[config.mk]
export PLATFORM = sky130hd
export DESIGN_NAME = freq_meter
export DESIGN_NICKNAME = d
export VERILOG_FILES = /design/src/rtl/freq_meter_pkg.sv /design/src/rtl/sync_edge_det.sv /design/src/rtl/freq_meter.sv
export SDC_FILE = /design/constraint.sdc
export NUM_CORES = 1
export LEC_CHECK = 0
export CAP_MARGIN = 20
export CORE_MARGIN = 1
export CORE_UTILIZATION = 55
export DETAILED_ROUTE_END_ITERATION = 16
export PLACE_DENSITY_LB_ADDON = 0.25
export SLEW_MARGIN = 25
export SYNTH_ARGS = -nofsm -noshare
export SYNTH_HDL_FRONTEND = slang
export SYNTH_HIERARCHICAL = 1
export SYNTH_SLANG_ARGS = --single-unit
[constraint.sdc]
create_clock -name clk -period 4.4 [get_ports clk]
set_input_delay 1.32 -clock clk [delete_from_list [all_inputs] [get_ports clk]]
set_output_delay 1.32 -clock clk [all_outputs]
set_load 0.05 [all_outputs]
[src/rtl/freq_meter_pkg.sv]
// freq_meter_pkg -- shared types for the frequency meter.
//   STATE_W : width of the controller state encoding
//   state_t : controller states (IDLE, GATE, LATCH)
package freq_meter_pkg;

    localparam int STATE_W = 2;

    typedef enum logic [STATE_W-1:0] {
        IDLE  = 2'd0,
        GATE  = 2'd1,
        LATCH = 2'd2
    } state_t;

endpackage

[src/rtl/sync_edge_det.sv]
// sync_edge_det -- 2-flop synchronizer followed by a registered rising-edge
// detector. rise_pulse is high for one clk cycle, two cycles after async_in
// is first sampled high.
//   clk        : system clock
//   rst_n_a    : asynchronous active-low reset
//   async_in   : asynchronous input
//   rise_pulse : registered one-cycle pulse per synchronized rising edge
module sync_edge_det (
    input  logic clk,
    input  logic rst_n_a,
    input  logic async_in,
    output logic rise_pulse
);

    logic meta;
    logic sync;
    logic sync_d;

    always_ff @(posedge clk or negedge rst_n_a) begin
        if (!rst_n_a) begin
            meta       <= 1'b0;
            sync       <= 1'b0;
            sync_d     <= 1'b0;
            rise_pulse <= 1'b0;
        end else begin
            meta       <= async_in;
            sync       <= meta;
            sync_d     <= sync;
            rise_pulse <= sync & ~sync_d;
        end
    end

endmodule

[src/rtl/freq_meter.sv]
// freq_meter -- counts rising edges of sig_in over a gate window of
// GATE_CYCLES clk cycles and publishes the count after each window.
//
// Optional build macro: FREQ_METER_SATURATE_EN
//   defined   -> edge counter saturates at all-ones
//   undefined -> edge counter wraps to zero
//   overflow reports an over-range window in both builds.
//
// Ports:
//   clk        : system clock, all state on the rising edge
//   rst_n_a    : asynchronous active-low reset
//   enable     : 1 = measure continuously
//   sig_in     : asynchronous signal under measurement
//   freq_count : edges counted in the last completed window
//   valid      : one-cycle pulse, aligned with a freq_count update
//   overflow   : last completed window exceeded 2^CNT_W-1 edges
//   LED_GATE   : high while the gate window is open
//
// State  | meaning
// IDLE   | timer and edge counter held at 0, waiting for enable
// GATE   | window open: timer runs, edges are counted
// LATCH  | one cycle: publish count/overflow, edges ignored
module freq_meter
    import freq_meter_pkg::*;
#(
    parameter int GATE_CYCLES = 100,
    parameter int CNT_W       = 8
) (
    input  logic             clk,
    input  logic             rst_n_a,
    input  logic             enable,
    input  logic             sig_in,
    output logic [CNT_W-1:0] freq_count,
    output logic             valid,
    output logic             overflow,
    output logic             LED_GATE
);

    localparam int               TMR_W    = $clog2(GATE_CYCLES);
    localparam logic [TMR_W-1:0] TMR_LAST = TMR_W'(GATE_CYCLES - 1);
    localparam logic [CNT_W-1:0] CNT_MAX  = '1;

    state_t           state;
    state_t           state_nxt;
    logic [TMR_W-1:0] timer;
    logic [CNT_W-1:0] edge_cnt;
    logic             ovf_sticky;
    logic             rise_pulse;
    logic             gate_done;
    logic             in_gate;
    logic             do_latch;

    sync_edge_det u_sync_edge_det (
        .clk        (clk),
        .rst_n_a    (rst_n_a),
        .async_in   (sig_in),
        .rise_pulse (rise_pulse)
    );

    assign gate_done = (timer == TMR_LAST);

    always_ff @(posedge clk or negedge rst_n_a) begin
        if (!rst_n_a) begin
            state <= IDLE;
        end else begin
            state <= state_nxt;
        end
    end

    // Dropping enable wins over window completion, so an abort in the
    // final GATE cycle still produces no result.
    always_comb begin
        state_nxt = state;
        case (state)
            IDLE:    if (enable) state_nxt = GATE;
            GATE: begin
                if (!enable)        state_nxt = IDLE;
                else if (gate_done) state_nxt = LATCH;
            end
            LATCH:   state_nxt = enable ? GATE : IDLE;
            default: state_nxt = IDLE;
        endcase
    end

    always_comb begin
        in_gate  = (state == GATE);
        do_latch = (state == LATCH);
        LED_GATE = in_gate;
    end

    always_ff @(posedge clk or negedge rst_n_a) begin
        if (!rst_n_a) begin
            timer <= '0;
        end else if (in_gate && !gate_done) begin
            timer <= timer + TMR_W'(1);
        end else begin
            timer <= '0;
        end
    end

    // Counter and sticky clear outside GATE; LATCH samples them on the same
    // edge that clears them, so the next window starts from zero.
    always_ff @(posedge clk or negedge rst_n_a) begin
        if (!rst_n_a) begin
            edge_cnt   <= '0;
            ovf_sticky <= 1'b0;
        end else if (!in_gate) begin
            edge_cnt   <= '0;
            ovf_sticky <= 1'b0;
        end else if (rise_pulse) begin
            if (edge_cnt == CNT_MAX) begin
                ovf_sticky <= 1'b1;
`ifdef FREQ_METER_SATURATE_EN
                edge_cnt   <= CNT_MAX;
`else
                edge_cnt   <= '0;
`endif
            end else begin
                edge_cnt <= edge_cnt + CNT_W'(1);
            end
        end
    end

    // valid is registered so it rises together with the new freq_count.
    always_ff @(posedge clk or negedge rst_n_a) begin
        if (!rst_n_a) begin
            freq_count <= '0;
            overflow   <= 1'b0;
            valid      <= 1'b0;
        end else begin
            valid <= do_latch;
            if (do_latch) begin
                freq_count <= edge_cnt;
                overflow   <= ovf_sticky;
            end
        end
    end

endmodule

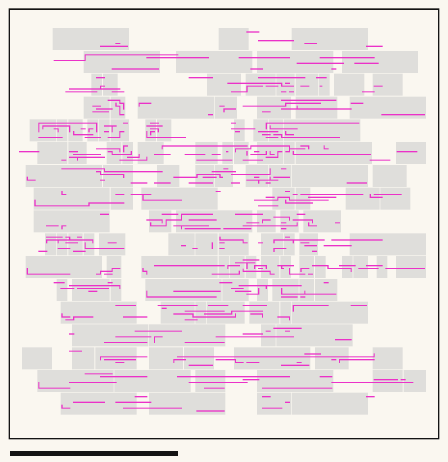
**Above:** met1 routing.
The bar under the picture is 20 um long.
wire length on this layer = 855 um
nets with wire on the layer = 123

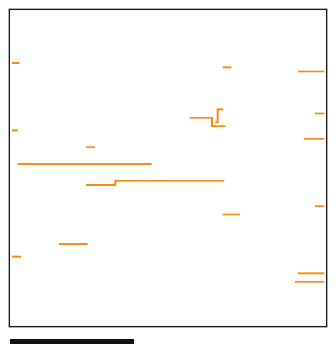
**Above:** the metal 3 layer.
The bar under the picture is 20 um long.
main direction = horizontal
wire length on this layer = 83.9 um

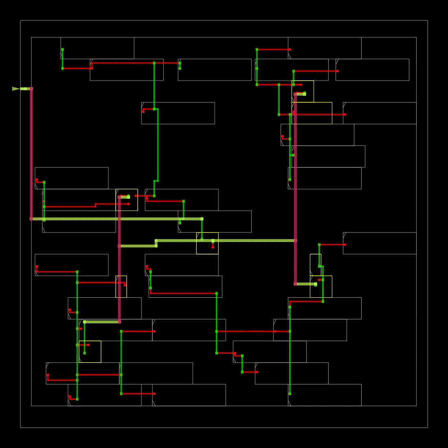
**Above:** clock routing.
worst clock skew: 0.007035 ns
Num CTS Buffers: 5
clock network power: 0.170 mW
clk_lat worst skew: 0.33 ns
Clock Sinks: 32

==> impl_summary.log <==
[report] extracting results
[metrics] status: complete, no violations
[metrics] r2r worst-path depth: 3
[metrics] data arrival time of the critical path: 2.02 ns
[metrics] DRC viols: 0
[metrics] average wire per cell in the routed design: 13.53 um
[metrics] total power consumption of the routed design: 0.4994 mW
[metrics] startpoint types: register
[metrics] Area contributors post-synth: dfrtp_1, mux2_2, nor2_1, xor2_1, nand2_1
[metrics] antenna viol nets, final: 0
[metrics] fillcell total: 165
[metrics] summed instance area of the synthesized netlist: 0.001325 mm2
[metrics] switching part of the total power: 22.34%
[metrics] async set-or-reset flop fraction in the synthesized netlist: 100.0%
[metrics] Post-Place Cell Area: 0.001498 mm2
[metrics] clock network fraction of design power: 34.1%
[metrics] cell count of the worst hold path: 0
[metrics] Layout clock buffers: 8
[metrics] final standard cell count with taps included and fillers excluded: 161
[metrics] capture instance of the worst register-to-register path: timer[2]$_DFF_PN0_
[metrics] post-synth area from yosys stat: 0.001325 mm2
[metrics] IO buf count: 14
[metrics] # diodes: 0
[metrics] ys cells: 112
[metrics] highest cell delay on the worst timing path: 0.83 ns
[metrics] sequential cell area in the final layout: 800.8 um2
[metrics] Placer Congestion: 0.8842
[metrics] dominant cell by count in the synthesized netlist: dfrtp_1
[metrics] critical path's slowest cell: clkdlybuf4s50_1
[metrics] Top logic family: simple AND/OR/NAND/NOR gates
[metrics] number of multi-input combinational cells: 74
[metrics] die width: 51.08 um
[metrics] end point of the critical path: LED_GATE
[metrics] post-route design area: 0.001556 mm2
[metrics] number of hold buffers added after CTS: 0
[metrics] largest power group: sequential cells
[metrics] GR Util met3: 6.250%
[metrics] Top Ports: 15
[metrics] total half-perimeter wirelength after legalization and detailed placement: 1601 um
[metrics] wire length of the first global-routing pass: 3843 um
[metrics] grt met1 use: 20.32%
[metrics] worst hold slack: 0.3629 ns
[metrics] Post-CTS Setup Inserts: 0
[metrics] final-report max-slew violation count: 0
[metrics] Required @ worst endpoint: 3.08 ns
[metrics] synth unique cells: 30
[metrics] cell chain of the critical path: nand2b_1, inv_1, clkdlybuf4s50_1
[metrics] number of DRC violations after detailed-routing iteration 0: 8
[metrics] unrepaired setup endpoints after global routing: false
[metrics] OpenROAD warning count: 26
[metrics] max-capacitance violation count: 0
[metrics] worst-margin pin slew: 0.5578 ns
[metrics] Crit Path Max Fanout: 7
[metrics] final worst path period need: 3.344 ns
[metrics] kind of end point of the critical path: output port
[metrics] tap cells: 28
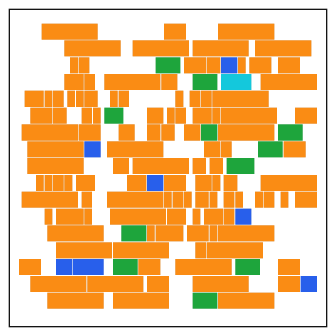
**Above:** cells by drive strength.
_0 and _1 cells -> orange  # cells 114, share 86%, most used dfrtp_1
_3 and _4 cells -> blue  # cells 7, share 5.3%, most used clkbuf_4
_2 cells -> green  # cells 11, share 8.3%, most used mux2_2
_6 and larger -> cyan  # cells 1, share 0.75%, most used clkbuf_8

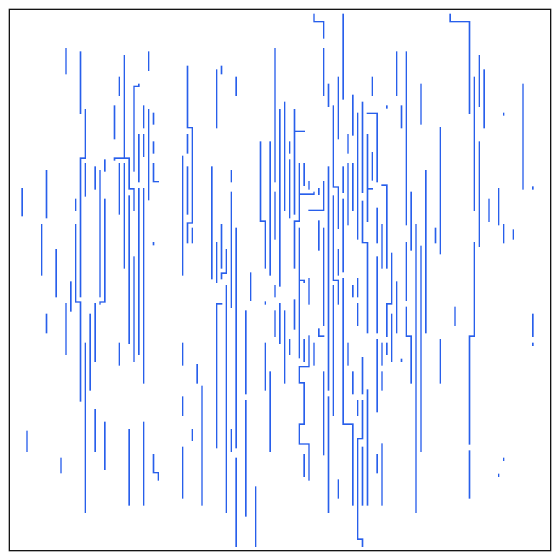
**Above:** the metal 2 layer.
main direction = vertical
wire length on this layer = 1180 um
share of all routed wire = 54%
longest straight run = 27.2 um
nets with wire on the layer = 126

No activity file was given, so power comes from the tool's default toggle rates.
